### config.mk
export PLATFORM = sky130hd
export DESIGN_NAME = pipelined_subtractor
export DESIGN_NICKNAME = d
export VERILOG_FILES = /design/src/rtl/pipelined_subtractor.sv
export SDC_FILE = /design/constraint.sdc
export NUM_CORES = 1
export LEC_CHECK = 0
export CORE_MARGIN = 2
export CORE_UTILIZATION = 61
export CTS_BUF_LIST = sky130_fd_sc_hd__clkbuf_4
export CTS_CLUSTER_SIZE = 40
export DETAILED_ROUTE_END_ITERATION = 16
export GPL_ROUTABILITY_DRIVEN = 0
export PLACE_DENSITY_LB_ADDON = 0.3
export SKIP_LAST_GASP = 1
export SLEW_MARGIN = 10
export SYNTH_ARGS = -nofsm -noshare
export SYNTH_HDL_FRONTEND = slang
export SYNTH_SLANG_ARGS = --single-unit
### constraint.sdc
create_clock -name clk -period 19.8 [get_ports clk]
set_clock_uncertainty 0.15 [all_clocks]
set_input_delay 3.96 -clock clk [delete_from_list [all_inputs] [get_ports clk]]
set_output_delay 3.96 -clock clk [all_outputs]
set_load 0.01 [all_outputs]
### src/rtl/pipelined_subtractor.sv
// pipelined_subtractor
//
// Pipelined WIDTH-bit subtractor computing a - b. The operands are split into
// STAGES chunks of CW = WIDTH/STAGES bits. Stage k subtracts chunk k (LSB chunk
// first) and registers its borrow-out for stage k+1. The last stage also
// derives the flags, applies the per-transaction mode, and loads the output
// registers. Latency is STAGES cycles and throughput is one result per cycle.
//
// Ports:
//   clk        clock, all logic on posedge
//   rst_n      synchronous active-low reset
//   in_valid   operands valid
//   in_ready   block accepts operands this cycle
//   a, b       minuend / subtrahend (WIDTH bits)
//   mode       00 wrap, 01 unsigned saturate, 10 signed saturate, 11 wrap
//   out_valid  result valid
//   out_ready  downstream accepts result
//   diff       result after mode handling
//   borrow     unsigned borrow-out (a < b)
//   ovf        signed overflow of a - b
//   zero       raw (pre-saturation) difference is zero
module pipelined_subtractor #(
  parameter int unsigned WIDTH  = 32,
  parameter int unsigned STAGES = 4
) (
  input  logic             clk,
  input  logic             rst_n,
  input  logic             in_valid,
  output logic             in_ready,
  input  logic [WIDTH-1:0] a,
  input  logic [WIDTH-1:0] b,
  input  logic [1:0]       mode,
  output logic             out_valid,
  input  logic             out_ready,
  output logic [WIDTH-1:0] diff,
  output logic             borrow,
  output logic             ovf,
  output logic             zero
);

  localparam int unsigned CW = WIDTH / STAGES;
  localparam logic [WIDTH-1:0] SMin = WIDTH'(1) << (WIDTH - 1);
  localparam logic [WIDTH-1:0] SMax = ~SMin;

  // Inputs to each stage. Element 0 comes from the ports; element k+1 comes
  // from the registers of stage k.
  logic             w_s_valid [STAGES];
  logic [WIDTH-1:0] w_s_a     [STAGES];
  logic [WIDTH-1:0] w_s_b     [STAGES];
  logic [1:0]       w_s_mode  [STAGES];
  logic [WIDTH-1:0] w_s_raw   [STAGES];
  logic             w_s_bin   [STAGES];

  logic r_out_valid;
  logic w_advance;

  // The whole pipeline stalls only when a result is waiting and not taken.
  assign w_advance = !(r_out_valid && !out_ready);
  assign in_ready  = rst_n && w_advance;

  assign w_s_valid[0] = in_valid;
  assign w_s_a[0]     = a;
  assign w_s_b[0]     = b;
  assign w_s_mode[0]  = mode;
  assign w_s_raw[0]   = '0;
  assign w_s_bin[0]   = 1'b0;

  for (genvar k = 0; k < STAGES; k++) begin : g_stage
    logic [CW:0]      w_sub;
    logic [WIDTH-1:0] w_raw;

    // The extra MSB of w_sub captures the chunk's borrow-out.
    always_comb begin
      w_sub = {1'b0, w_s_a[k][k*CW +: CW]} - {1'b0, w_s_b[k][k*CW +: CW]}
              - {{CW{1'b0}}, w_s_bin[k]};
      w_raw = w_s_raw[k];
      w_raw[k*CW +: CW] = w_sub[CW-1:0];
    end

    if (k < STAGES - 1) begin : g_mid
      logic             r_valid;
      logic [WIDTH-1:0] r_a;
      logic [WIDTH-1:0] r_b;
      logic [1:0]       r_mode;
      logic [WIDTH-1:0] r_raw;
      logic             r_bout;

      // Only the valid bit needs clearing; data in an invalid slot is ignored.
      always_ff @(posedge clk) begin
        if (!rst_n) begin
          r_valid <= 1'b0;
        end else if (w_advance) begin
          r_valid <= w_s_valid[k];
        end
      end

      always_ff @(posedge clk) begin
        if (w_advance) begin
          r_a    <= w_s_a[k];
          r_b    <= w_s_b[k];
          r_mode <= w_s_mode[k];
          r_raw  <= w_raw;
          r_bout <= w_sub[CW];
        end
      end

      assign w_s_valid[k+1] = r_valid;
      assign w_s_a[k+1]     = r_a;
      assign w_s_b[k+1]     = r_b;
      assign w_s_mode[k+1]  = r_mode;
      assign w_s_raw[k+1]   = r_raw;
      assign w_s_bin[k+1]   = r_bout;
    end else begin : g_last
      logic             w_borrow;
      logic             w_ovf;
      logic             w_zero;
      logic             w_a_msb;
      logic [WIDTH-1:0] w_diff;
      logic [WIDTH-1:0] r_diff;
      logic             r_borrow;
      logic             r_ovf;
      logic             r_zero;

      always_comb begin
        w_a_msb  = w_s_a[k][WIDTH-1];
        w_borrow = w_sub[CW];
        w_ovf    = (w_a_msb != w_s_b[k][WIDTH-1]) && (w_raw[WIDTH-1] != w_a_msb);
        w_zero   = (w_raw == '0);
        w_diff   = w_raw;
        case (w_s_mode[k])
          2'b01: begin
            if (w_borrow) w_diff = '0;
          end
          2'b10: begin
            // Overflow direction follows the minuend sign.
            if (w_ovf) w_diff = w_a_msb ? SMin : SMax;
          end
          default: w_diff = w_raw;
        endcase
      end

      always_ff @(posedge clk) begin
        if (!rst_n) begin
          r_out_valid <= 1'b0;
          r_diff      <= '0;
          r_borrow    <= 1'b0;
          r_ovf       <= 1'b0;
          r_zero      <= 1'b0;
        end else if (w_advance) begin
          r_out_valid <= w_s_valid[k];
          r_diff      <= w_diff;
          r_borrow    <= w_borrow;
          r_ovf       <= w_ovf;
          r_zero      <= w_zero;
        end
      end

      assign diff   = r_diff;
      assign borrow = r_borrow;
      assign ovf    = r_ovf;
      assign zero   = r_zero;
    end
  end

  assign out_valid = r_out_valid;

endmodule

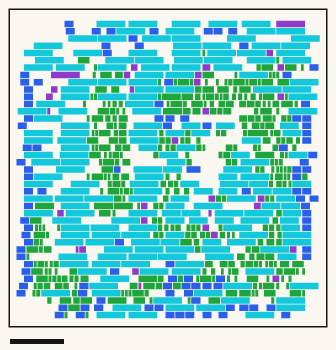
*Placement by cell class*
Scale bar: 20 um.
color	class	cells	share of their area
purple	clock drivers and dummy loads	31	2.8%
blue	remaining buffers and delay cells	108	12%
green	remaining logic cells	372	27%
cyan	registers	192	58%
row count: 41
sequential share of cell area: 56.8%
CORE AREA: 12700 sq um
final core occ: 74.7%
Non-Filler Cell Area, Final: 9460 sq um

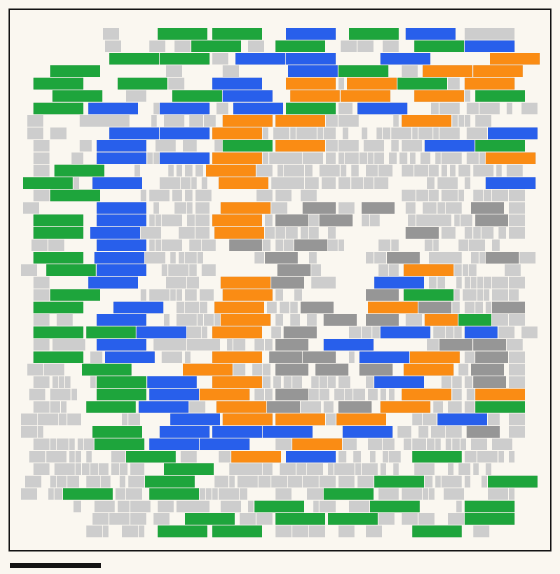
*Sequential cells colored by instance or generate block*
Scale bar: 20 um. Other sequential cells in the stronger gray, the rest of the logic in the fainter gray.
color	scope	flops
green	g_stage[0]	60
blue	g_stage[1]	52
orange	g_stage[2]	44
post-route insts no fill: 875
Die Area: 13900 sq um

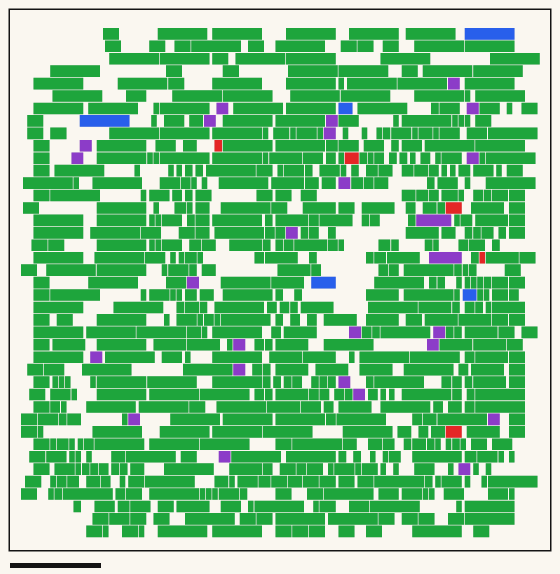
*Cell sizes after repair*
Scale bar: 20 um.
color	size	cells	share
red	x2	5	0.71%
blue	x6 and larger	5	0.71%
green	x1 and smaller	667	95%
purple	x3 and x4	26	3.7%
final worst slack: 9.92 ns
Signal buffers: 108
Area Overhead vs Synth: 19.1%

==> summary.txt <==
fresh numbers from the pnr run: status=finished clean, dpl ws=9.92 ns, ratio of cells with drive above 1 in the final layout=5.12%, Design Power=0.000891 W, sw power=0.000233 W, final setup vio count=0, I/O pin count=107, Bufs and invs on worst path=2, #FFs+latches synth=192, GRT overflow=0, FP Core Util=62.7%, Synth Warn #=0, Comb/total area=23.3%, initial antenna violation count=0, Tapcell Cnt=172, Dominant combinational family=adder cells, Final ANT Viol Nets=0, Synth Net Count=707, Clock Network Area Fraction=2.76%, Worst Path Max Fanout=10, starting DRC count in detailed routing=356, vias post-DR=4759, Multiplexer share=0.252%, CTS buffer count=17, RSZ-0062 raised after global routing=no, routed len/inst=15.3 um, Int Pwr=0.000658 W, Root Driver=clkbuf_4, Initial DRT Pass Iterations=5, crit path capture type=output port, Max Clock Freq=101 MHz, Max-cap violations=0, yosys synthesis chip area=7940 sq um, largest net degree at the start of global routing=99, non-clock buffer share of cell area=11.5%, Comb area=2200 sq um, clock tree buffer depth=2, CP max stage cell=nor2b_1, Worst Path Arrival=5.77 ns, Max Slew Vio Count=0, number of enable flip-flop cells=153, Main power group=registers, count of tool warnings=30, CP delay by family, top=buffers and inverters, Net Sw Frac=26.2%, Netlist cell types=51, total combinational power=0.000171 W, PD cells=94.2 nW/um^2, setup TNS=0 ns, yosys simple share=7.45%, Critical Path Source Type=input port, clk sinks=192, Post-synth area hogs=edfxtp_1, dfxtp_1, ha_1, ratio of final minimum period to clock period=49.9%, Post-CTS Resized=0, Peak supply drop=0.0655 mV, vias in the first global route=4704, Die X=118 um, seq pwr=0.000526 W, DRC errors left=0, Seq share, synth=67.7%, slew margin rel.=17.5%, first-pass GRT wire length=21800 um, layout inverter count without the clock tree=85, Post CTS Setup Buffer Count=0, P_leak=3.75 nW, final wirelength=13400 um, xor/xnor share=2.43%, #MultiIn Comb=287, CTS tree=built, Cell Area, Placed=9180 sq um, # Cells Yosys=578, Port Buffers=106, Post-Syn Area per Cell=13.7 sq um, cells along the critical path=clkdlybuf4s50_1, nor2b_1, nor2_1, clkdlybuf4s50_1, synthesized area=7940 sq um, HPWL Detailed=9350 um
-- worst paths after layout --
| path | from | endpoint | slack, ns | depth (start not counted) |
|---|---|---|---|---|
| max | out_ready | in_ready | 9.92 | 4 |
| min | g_stage[1].g_mid.r_a[31] | g_stage[2].g_mid.r_a[31] | 0.27 | 0 |
| max reg2reg | g_stage[2].g_mid.r_a[24] | diff[5] | 15.79 | 9 |
| min reg2reg | g_stage[1].g_mid.r_a[31] | g_stage[2].g_mid.r_a[31] | 0.27 | 0 |
-- worst register-to-register path, delay by kind of cell, from the launching register on --
family / cells / cell delay, ns
AND/OR/NAND/NOR: 2 / 0.86
adder cells (fa/ha/maj): 2 / 0.73
flip-flops: 1 / 0.42
AND-OR/OR-AND: 4 / 1.63
buffers and inverters: 1 / 0.05
-- layer usage --
layer / global-route usage, % / part of all wire, % / vias up / wire length (um)
li1: - / - / 2333 / -
met1: 23.4 / 40 / 2234 / 5360
met2: 34.5 / 51 / 159 / 6860
met3: 5.67 / 5.8 / 33 / 778
met4: 8.28 / 2.7 / 0 / 357
met5: 0 / 0 / - / 0
-- cell usage after synthesis, types with 3 or more instances --
cell / instances
fa_1: 7
a21oi_1: 16
xnor2_1: 10
clkbuf_1: 5
inv_1: 84
nand2b_1: 6
dfxtp_1: 39
edfxtp_1: 153
nor2_1: 19
ha_1: 52
o311ai_0: 3
xor2_1: 12
o21ai_0: 10
o22ai_1: 31
nand3b_1: 4
nor2b_1: 5
nor4_1: 7
buf_2: 7
nand2_1: 14
nand3_1: 8
o21ai_1: 3
nor3_1: 38
o21bai_1: 4
Power is estimated from default activity; no workload was simulated.
